## src/rtl/adder_tree_pkg.sv

```systemverilog
// Shared width rules for reduction trees: log2, level count, output width,
// and the one-bit sign/zero extension applied before every add.
package adder_tree_pkg;

    function automatic int clog2(input int value);
        int result;
        result = 0;
        for (int i = 0; i < 31; i++) begin
            if ((1 << i) < value) result = i + 1;
        end
        return result;
    endfunction

    function automatic int tree_levels(input int n_inputs);
        return clog2(n_inputs);
    endfunction

    function automatic int tree_out_width(input int in_width, input int n_inputs);
        return in_width + clog2(n_inputs);
    endfunction

    // Bit prepended to an operand's MSB side to widen it by one position.
    function automatic logic ext_bit(input logic msb, input bit is_signed);
        return is_signed ? msb : 1'b0;
    endfunction

endpackage

```

## src/rtl/adder_tree_level.sv

```systemverilog
// One registered level of the tree: adds PAIRS adjacent operand pairs, each
// widened by one bit first, and registers the sums with a travelling valid.
module adder_tree_level
    import adder_tree_pkg::*;
#(
    parameter int PAIRS    = 1,
    parameter int IN_WIDTH = 8,
    parameter bit SIGNED   = 1'b0
) (
    input  logic                            clk,
    input  logic                            rst_n,
    input  logic                            en,
    input  logic [2*PAIRS*IN_WIDTH-1:0]     in_bus,
    input  logic                            in_vld,
    output logic [PAIRS*(IN_WIDTH+1)-1:0]   out_bus,
    output logic                            out_vld
);

    localparam int OUT_W = IN_WIDTH + 1;

    logic [PAIRS*OUT_W-1:0] sum_bus;

    function automatic logic [OUT_W-1:0] widen(input logic [IN_WIDTH-1:0] v);
        return {ext_bit(v[IN_WIDTH-1], SIGNED), v};
    endfunction

    always_comb begin
        // NOTE: default assignment first so no path through the block leaves sum_bus unassigned (no latch).
        sum_bus = '0;
        for (int p = 0; p < PAIRS; p++) begin
            sum_bus[p*OUT_W +: OUT_W] = widen(in_bus[(2*p)*IN_WIDTH +: IN_WIDTH])
                                      + widen(in_bus[(2*p+1)*IN_WIDTH +: IN_WIDTH]);
        end
    end

    // NOTE: data registers are reset too, so out_sum reads 0 out of reset rather than stale contents.
    always_ff @(posedge clk or negedge rst_n) begin
        if (!rst_n) begin
            // NOTE: non-blocking assignments so every level samples the previous level's old value.
            out_bus <= '0;
            out_vld <= 1'b0;
        end else if (en) begin
            out_bus <= sum_bus;
            out_vld <= in_vld;
        end
    end

endmodule

```

## src/rtl/pipelined_adder_tree.sv

```systemverilog
// Pipelined binary adder tree, one register per level, with a single global
// advance enable so the whole pipeline stalls together under backpressure.
module pipelined_adder_tree
    import adder_tree_pkg::*;
#(
    parameter int N_INPUTS  = 4,
    parameter int IN_WIDTH  = 8,
    parameter int SIGNED    = 0,
    localparam int LEVELS    = tree_levels(N_INPUTS),
    localparam int OUT_WIDTH = tree_out_width(IN_WIDTH, N_INPUTS)
) (
    input  logic                         clk,
    input  logic                         rst_n,
    input  logic [N_INPUTS*IN_WIDTH-1:0] in_data,
    input  logic                         in_valid,
    output logic                         in_ready,
    output logic [OUT_WIDTH-1:0]         out_sum,
    output logic                         out_valid,
    input  logic                         out_ready
);

    logic adv;

    // Stage 0 is the raw input; stage k is the output of level k.
    for (genvar k = 0; k <= LEVELS; k++) begin : g_stage
        logic [(N_INPUTS >> k)*(IN_WIDTH + k)-1:0] bus;
        logic                                      vld;

        if (k == 0) begin : g_src
            assign bus = in_data;
            assign vld = in_valid;
        end else begin : g_lvl
            adder_tree_level #(
                .PAIRS    (N_INPUTS >> k),
                .IN_WIDTH (IN_WIDTH + k - 1),
                .SIGNED   (SIGNED != 0)
            ) u_level (
                .clk     (clk),
                .rst_n   (rst_n),
                .en      (adv),
                .in_bus  (g_stage[k-1].bus),
                .in_vld  (g_stage[k-1].vld),
                .out_bus (bus),
                .out_vld (vld)
            );
        end
    end

    assign out_sum   = g_stage[LEVELS].bus;
    assign out_valid = g_stage[LEVELS].vld;
    assign adv       = !out_valid || out_ready;
    assign in_ready  = adv;

endmodule

```

## config.mk

```make
export PLATFORM = sky130hd
export DESIGN_NAME = pipelined_adder_tree
export DESIGN_NICKNAME = d
export VERILOG_FILES = /design/src/rtl/adder_tree_pkg.sv /design/src/rtl/adder_tree_level.sv /design/src/rtl/pipelined_adder_tree.sv
export SDC_FILE = /design/constraint.sdc
export NUM_CORES = 1
export LEC_CHECK = 0
export CORE_MARGIN = 2
export CORE_UTILIZATION = 54
export DETAILED_ROUTE_END_ITERATION = 12
export PLACE_DENSITY = 0.88
export SYNTH_ARGS = -nofsm -noshare
export SYNTH_HDL_FRONTEND = slang
export SYNTH_SLANG_ARGS = --single-unit
```

## constraint.sdc

```tcl
create_clock -name clk -period 5.6 [get_ports clk]
set_input_delay 1.4 -clock clk [delete_from_list [all_inputs] [get_ports clk]]
set_output_delay 1.4 -clock clk [all_outputs]
set_load 0.03 [all_outputs]
```

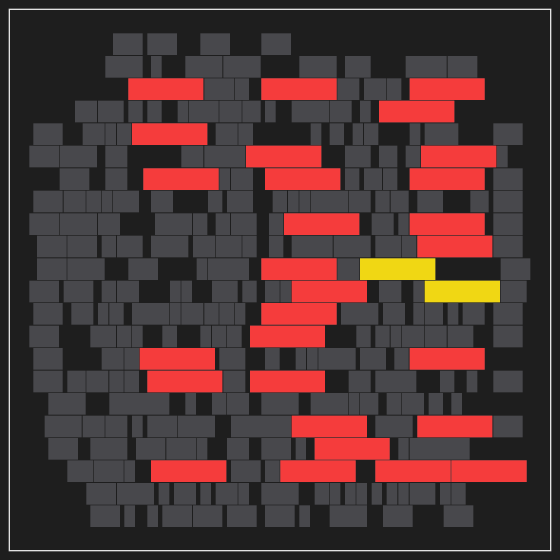
*Sequential cells coloured by netlist name*
Other cells in grey.
[yellow] `g_stage.g_lvl.u_level.out_vld` | flops: 2
[red] `g_stage.g_lvl.u_level.out_bus` | flops: 28
Final Util: 0.7269
Reg area: 750.7 um2
Power Sequential: 0.320 mW

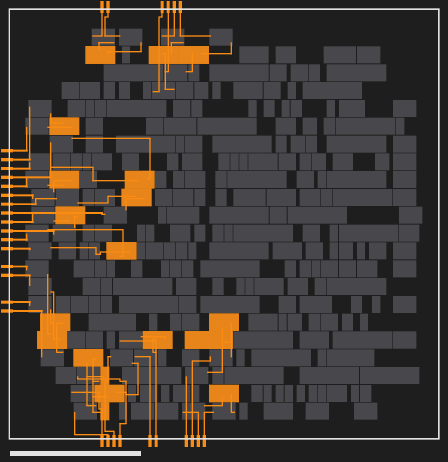
*Nets reached from selected ports*
Bar = 20 um.
[orange] `in_data` | direction: input | edge: 16 west, 10 south, 6 north | end cells: 19 | buffers: 32 | wire: 480 um
PortBufs: 47
IO Count: 48

==> CHANGELOG.md <==
### Physical design

- Yosys top cell by area: dfrtp_1
- Die Y: 65.34 um
- # diodes: 0
- Syn nets: 284
- Num CTS Buffers: 5
- Biggest register: g_stage.g_lvl.u_level.out_bus
- Gpl congestion: 0.7703
- Async set or reset register ratio after synthesis: 1.000
- Initial drt markers: 119
- CP cell instances: clkdlybuf4s50_1 -> nor2b_2 -> clkinv_1 -> clkdlybuf4s50_1
- Synth Seq Share: 0.3695
- Maxcap violations: 0
- Worst path most repeated cell: clkdlybuf4s50_1
- DP HPWL: 3.109 mm
- Die area: 4269 um2
- Peak supply drop: 0.1297 mV
- R2R cell count: 8
- Hold_buf cts: 0
- CTS root buf: clkbuf_8
- Hold endpoint: g_stage[2].g_lvl.u_level.out_vld
- H-Tree Depth: 2
- Flop2flop setup slack: 3.50 ns
- Most frequent cells after synthesis: dfrtp_1 (30), nand2_1 (27), ha_1 (25), o21ai_0 (25), a21oi_1 (15)
- Sink Count: 30
- Min-delay worst type: flip-flop to flip-flop
- Top delay family on crit path: buffers and inverters
- Worst Hold Depth: 1
- Drt pass-1 iters: 4
- WS Path Type: input pin to output port
- Top flop regs: g_stage.g_lvl.u_level.out_bus: 28 flops, g_stage.g_lvl.u_level.out_vld: 2 flops
- Overall Global Routing Usage: 0.2267
- HP Start: g_stage[1].g_lvl.u_level.out_vld
- Core region area: 3633 um2
- Syn. warnings: 0
- Setup violators final: 0
- Number of synthesized register bits: 30
- Crit Reg-Reg Endpoint: g_stage[2].g_lvl.u_level.out_bus[8]
- CP endpoint kind: output port
- Number of flip-flops in the largest register: 28
- Crit share post-route: 0.7365
- Power Density: 358.1 nW/um2
- Gate count of the mapped netlist: 220
- Status: finished, final reports clean
- Drt drc: 0
- Max_slew headroom: 0.7617
- Initial Util: 0.5592
- Pre-CTS WS: 1.473 ns
- Synth cell types: 34
- Vias per std cell: 5.561
- CP max stage cell: clkdlybuf4s50_1
- Nets@finish: 335
- Row count: 22
- Syn Std Cell Area: 2032 um2
- CTS tree: built
- CP required: 4.20 ns
- Vias in the first global route: 1786
- Yosys Instances: 220
- Synth Area per Inst: 9.236 um2
- Aoi share: 0.2235
- Setup TNS: 0 ns
- Pin count of the biggest net entering global routing: 39
- OpenROAD warnings: 26
- Ys flop type: dfrtp_1
- Synth mux share: 0.005542
- Largest stage delay on the critical path: 0.60 ns
- Late-Pin Clk Latency: 0.28 ns
- DRT antenna net count: 0
- Synth Area in Simple Gates: 0.1453
- Clock buffer depth: 2
- Unrepaired setup endpoints after global routing: false
- Worst-path maximum fanout: 2
- Via Count: 1774
- Worst Setup Slack, final: 1.476 ns
- Layout area overhead: 29.99%
- Top logic family: AND-OR/OR-AND gates
- GRT overflow: 0
metal layers:
| layer | GRT usage | wire [um] | up-vias |
|---|---|---|---|
| met3 | 0.04623 | 165 | 7 |
| li1 | - | - | 898 |
| met2 | 0.3980 | 2028 | 41 |
| met4 | 0.09115 | 69 | 0 |
| met1 | 0.2705 | 1841 | 828 |
| met5 | 0 | 0 | - |
area by class of cell:
cell class,instances,area (um2)
inverters,10,37.54
multi-input cells,174,1224
well taps,48,60.06
flip-flops and latches,30,750.7
repair buffers,50,493.0
fillers,279,992.2
clock buffers,7,76.32
placed cells by master, fill, tap and decap left out, types with 5 or more instances in the layout:
cell / Yosys / routed
a211oi_1: 8 / 8
inv_1: 9 / 9
a21oi_1: 15 / 15
xor2_1: 7 / 7
a21o_1: 6 / 6
nor2_1: 12 / 12
dfrtp_1: 30 / 30
clkdlybuf4s50_1: 0 / 47
clkbuf_8: 0 / 5
nor3b_1: 6 / 6
o21ai_0: 25 / 25
ha_1: 25 / 25
nand2_1: 27 / 27
o21a_1: 7 / 7
power by group:
part	switching, mW	internal, mW
combinational	0.249	0.218
clock	0.0733	0.0853
sequential	0.0360	0.284
total	0.359	0.587
worst max path at each step:
stage / start / cells past startpoint / to
final: out_ready / 4 / in_ready
after global routing: out_ready / 4 / in_ready
after CTS: out_ready / 4 / in_ready
after detailed placement: out_ready / 4 / in_ready
after global placement: out_ready / 4 / in_ready
after floorplan: out_ready / 3 / in_ready
metrics by stage:
step           hold WS, ns    util  power, mW  cell area, um2  instances
2_1_floorplan       0.4300       -     0.6295            2032        220
4_1_cts             0.4588  0.7269     0.9482            2641        319
3_5_place_dp        0.4498  0.7059     0.7865            2565        312
6_report            0.4565  0.7269     0.9458            2641        319
3_3_place_gp        0.4371  0.7059     0.7715            2565        312
5_1_grt             0.4699  0.7269      1.018            2641        319
Power is estimated from default activity; no workload was simulated.
